===== src/rtl/reg_wb_arbiter.sv =====
// Write-port arbiter and RAW/WAW scoreboard for the 32x32b register file.
// Shares one write port between pipeline writeback and a queued long-latency return path.
module reg_wb_arbiter #(
  parameter int BITS       = 32,
  parameter int STARVE_MAX = 4
) (
  input  logic            clk,
  input  logic            rst_n,
  input  logic            wb_wen,
  input  logic [4:0]      wb_rd,
  input  logic [BITS-1:0] wb_data,
  input  logic            lu_issue,
  input  logic [4:0]      lu_issue_rd,
  input  logic            lu_valid,
  input  logic [4:0]      lu_rd,
  input  logic [BITS-1:0] lu_data,
  output logic            lu_ready,
  input  logic            id_valid,
  input  logic [4:0]      id_sr1,
  input  logic [4:0]      id_sr2,
  input  logic [4:0]      id_rd,
  output logic            rf_wen,
  output logic [4:0]      rf_rd,
  output logic [BITS-1:0] rf_data,
  output logic            stall,
  output logic [31:0]     busy_vec
);

  localparam int CW = $clog2(STARVE_MAX + 1);

  logic [4:0]      q_rd   [2];
  logic [BITS-1:0] q_data [2];
  logic            head;
  logic [1:0]      count;
  logic [31:0]     busy;
  logic [CW-1:0]   starve_cnt;

  logic        empty, full, tail, accept, enq, deq, clr_en, hazard, starve;
  logic [4:0]  clr_rd;
  logic [31:0] clr_mask, set_mask, busy_next;

  assign empty    = (count == 2'd0);
  assign full     = (count == 2'd2);
  assign tail     = head ^ count[0];
  assign lu_ready = ~full & rst_n;
  assign accept   = lu_valid & lu_ready;
  assign busy_vec = busy;

  // Write-port priority: pipeline writeback, then queue head, then cut-through.
  always_comb begin
    rf_wen  = 1'b0;
    rf_rd   = '0;
    rf_data = '0;
    enq     = 1'b0;
    deq     = 1'b0;
    clr_en  = 1'b0;
    clr_rd  = '0;
    if (rst_n) begin
      if (wb_wen) begin
        rf_wen  = 1'b1;
        rf_rd   = wb_rd;
        rf_data = wb_data;
        enq     = accept;
      end else if (!empty) begin
        rf_wen  = 1'b1;
        rf_rd   = q_rd[head];
        rf_data = q_data[head];
        deq     = 1'b1;
        enq     = accept;
        clr_en  = 1'b1;
        clr_rd  = q_rd[head];
      end else if (lu_valid) begin
        rf_wen  = 1'b1;
        rf_rd   = lu_rd;
        rf_data = lu_data;
        clr_en  = 1'b1;
        clr_rd  = lu_rd;
      end
    end
  end

  // A newly issued destination wins over a same-cycle clear; x0 is never tracked.
  always_comb begin
    clr_mask  = clr_en ? (32'h1 << clr_rd) : 32'h0;
    set_mask  = lu_issue ? (32'h1 << lu_issue_rd) : 32'h0;
    busy_next = ((busy & ~clr_mask) | set_mask) & ~32'h1;
  end

  always_comb begin
    hazard = ((id_sr1 != 5'd0) & busy[id_sr1]) |
             ((id_sr2 != 5'd0) & busy[id_sr2]) |
             ((id_rd  != 5'd0) & busy[id_rd]);
    starve = (starve_cnt == CW'(STARVE_MAX));
    stall  = rst_n & id_valid & (hazard | starve);
  end

  always_ff @(posedge clk) begin
    if (!rst_n) begin
      head       <= 1'b0;
      count      <= 2'd0;
      busy       <= '0;
      starve_cnt <= '0;
    end else begin
      if (enq) begin
        q_rd[tail]   <= lu_rd;
        q_data[tail] <= lu_data;
      end
      if (deq) head <= ~head;
      count <= count + 2'(enq) - 2'(deq);
      busy  <= busy_next;
      // Counts cycles the queue loses to writeback; any dequeue or empty queue clears it.
      if (!empty && wb_wen) begin
        if (!starve) starve_cnt <= starve_cnt + CW'(1);
      end else begin
        starve_cnt <= '0;
      end
    end
  end

endmodule


===== config.mk =====
export PLATFORM = sky130hd
export DESIGN_NAME = reg_wb_arbiter
export DESIGN_NICKNAME = d
export VERILOG_FILES = /design/src/rtl/reg_wb_arbiter.sv
export SDC_FILE = /design/constraint.sdc
export NUM_CORES = 1
export LEC_CHECK = 0
export CORE_MARGIN = 3
export CORE_UTILIZATION = 35
export CTS_CLUSTER_DIAMETER = 100
export DETAILED_ROUTE_END_ITERATION = 12
export DONT_BUFFER_PORTS = 1
export HOLD_SLACK_MARGIN = 0.15
export SLEW_MARGIN = 10
export SYNTH_ARGS = -nofsm -noshare
export SYNTH_HDL_FRONTEND = slang
export SYNTH_SLANG_ARGS = --single-unit

===== constraint.sdc =====
create_clock -name clk -period 5.09 [get_ports clk]
set_clock_uncertainty 0.2 [all_clocks]
set_input_delay 1.527 -clock clk [delete_from_list [all_inputs] [get_ports clk]]
set_output_delay 1.527 -clock clk [all_outputs]
set_load 0.01 [all_outputs]

Fig. 1: layout detail
Window x 9 to 59, y 77 to 127 µm. Cells in gray, sequential cells in the stronger gray; small squares are vias.
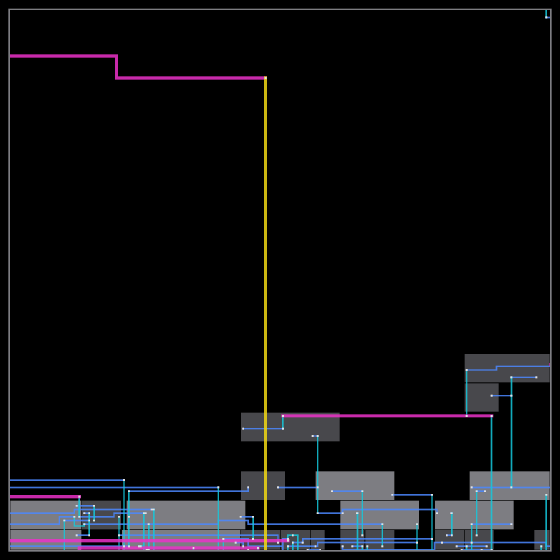
legend:
  blue:
    layer: metal 1
  yellow:
    layer: metal 4
  magenta:
    layer: metal 3
  cyan:
    layer: metal 2
netlist names of flops here include: `count` (2), `q_data` (2), `q_rd` (2)
cells with their middle in the window: 20
most frequent: edfxtp_1 (4), a21boi_0 (3), dfxtp_1 (3)
sequential cells in the window: 8

Fig. 2: clock nets
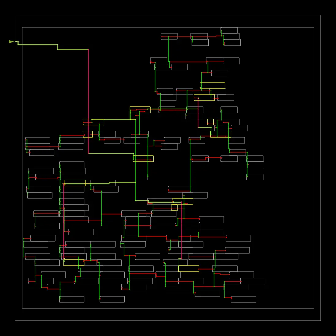
CLK BUF: 9
number of flip-flops and latches: 112
total clock buffers created by CTS: 9
Sinks on Clock Net: 112

==> flow_metrics.py <==
# Metrics from the implementation run
metrics = {
    "logic_synthesis": {
        "synth-area-yosys_um2": 5910,
        "total_standard_cell_area_after_synthesis_um2": 5910,
        "synth_nets": 626,
        "post-synth-top-count-cell": "sky130_fd_sc_hd__edfxtp_1",
        "gate_count_after_technology_mapping": 522,
        "synthTopCellsByArea": "sky130_fd_sc_hd__edfxtp_1 38%, sky130_fd_sc_hd__dfxtp_1 13%, sky130_fd_sc_hd__mux2i_1 7.6%",
        "yosys_register_bits": 112,
        "synth.top_cells.by_count": "74 x sky130_fd_sc_hd__edfxtp_1, 55 x sky130_fd_sc_hd__nand2_1, 50 x sky130_fd_sc_hd__nor2_1",
    },
    "floorplan": {
        "fp.coreArea_um2": 16200,
        "core_util_floorplan_pct": 36.4,
        "placementRows": 46,
        "chipArea_um2": 18500,
    },
    "job": {
        "maxCapViolCount": 0,
    },
    "sta": {
        "timing.final.max_slew_violations": 0,
        "finalSetupViolations": 0,
        "final_period_minus_worst_setup_slack_ns": 4.66,
        "finalClockPeriodUsage_pct": 91.6,
        "worst_pin_slew_ns": 0.721,
    },
    "layout": {
        "layout_top_cells_excl_fill_tap": "74 x sky130_fd_sc_hd__edfxtp_1, 55 x sky130_fd_sc_hd__nand2_1, 49 x sky130_fd_sc_hd__nor2_1",
        "layout.cells.most_common": "sky130_fd_sc_hd__edfxtp_1",
        "synth_to_layout_area_growth_pct": 7.09,
    },
    "global_route": {
        "global_route_wire_length_before_repair_um": 23100,
        "grt_antenna_before_repair": 0,
        "gr-max-usage-layer": "met2",
    },
    "placement": {
        "post_place_worst_slack_ns": 0.431,
        "placed_cell_area_um2": 6040,
        "routability_congestion_estimate_from_global_placement": 0.816,
    },
    "status": {
        "outcome": "completed",
    },
    "pwr": {
        "clk_network_pwr_share_pct": 33.9,
        "powerDensity_nw_per_um2": 326,
        "vdd_drop_max_v": 0.000172,
        "power_of_the_sequential_group_mw": 1.06,
        "power_mw": 2.07,
        "power_combinational_mw": 0.304,
        "clockNetworkPower_mw": 0.701,
        "p_leak_nw": 2.02,
    },
    "critical_path": {
        "r2r-start": "count[0]",
        "timing.critical_path.to_type": "output port",
        "worst_r2r_endpoint": "q_data[1][29]",
        "reg2regPathDepth": 5,
        "worst-endpoint-required_ns": 3.36,
    },
    "route": {
        "initialDrtViolationCount": 302,
    },
    "cts": {
        "clk_path_buf_depth": 2,
        "tritoncts_clock_tree": "done",
        "cts.htree.levels": 3,
    },
    "hold_path": {
        "min_to": "starve_cnt[1]",
        "startpoint_of_the_most_critical_hold_path": "starve_cnt[1]",
    },
}
Fig. 3: power grid
Pins as bars on the die edge.
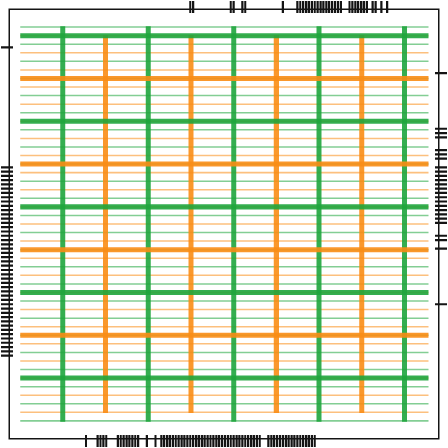
legend:
  orange:
    net: VDD
  green:
    net: VSS
met5 straps: 9
signal pins: 172
rows: 46

[routing by layer]
metal	up-vias	share of wire [%]	wire, µm
met1	2075	42	6340
met5	-	0	0
met4	0	1.0	153
met2	174	50	7540
met3	13	7.7	1180
li1	1930	-	-
[registers in the layout, indices dropped and copies added (netlist names), named ones only]
| signal | cells |
|---|---|
| busy_vec | 31 |
| starve_cnt | 3 |
| q_data | 64 |
| count | 2 |
| head | 1 |
| q_rd | 10 |
[area by class of cell]
cell class | count | area (µm²)
clock buffers | 9 | 225
multi-input cells | 362 | 2710
flip-flops and latches | 112 | 2980
fillers | 1572 | 9900
repair buffers | 6 | 45.0
inverters | 10 | 37.5
clock inverters | 5 | 65.1
well taps | 216 | 270
[worst max-delay path by stage]
| stage | startpoint | endpoint | slack [ns] | cells past startpoint |
|---|---|---|---|---|
| 2_1_floorplan | id_sr2[3] | stall | 0.40 | 7 |
| 3_3_place_gp | id_sr2[3] | stall | 0.45 | 6 |
| 3_5_place_dp | id_sr2[3] | stall | 0.43 | 6 |
| 4_1_cts | id_sr2[3] | stall | 0.43 | 6 |
| 5_1_grt | id_sr2[3] | stall | 0.37 | 6 |
| 6_report | id_sr2[3] | stall | 0.43 | 6 |
[critical path: cells and delay by family]
family             cells  cell delay [ns]
AOI/OAI and AO/OA      3             0.79
and+or+nand+nor        2             0.34
muxes                  1             0.27
[logic make-up (layout without fill, tap and decap cells)]
group / Yosys count / after routing / synth area share, %
AND/OR/NAND/NOR: 156 / 156 / 12.3
AND-OR/OR-AND: 128 / 128 / 16.1
flip-flops: 112 / 112 / 50.4
multiplexers: 69 / 69 / 15.7
buffers and inverters: 48 / 30 / 4.06
adder cells (fa/ha/maj): 4 / 4 / 0.846
XOR/XNOR: 4 / 4 / 0.592
other: 1 / 1 / 0.0634
No activity file was given, so power comes from the tool's default toggle rates.
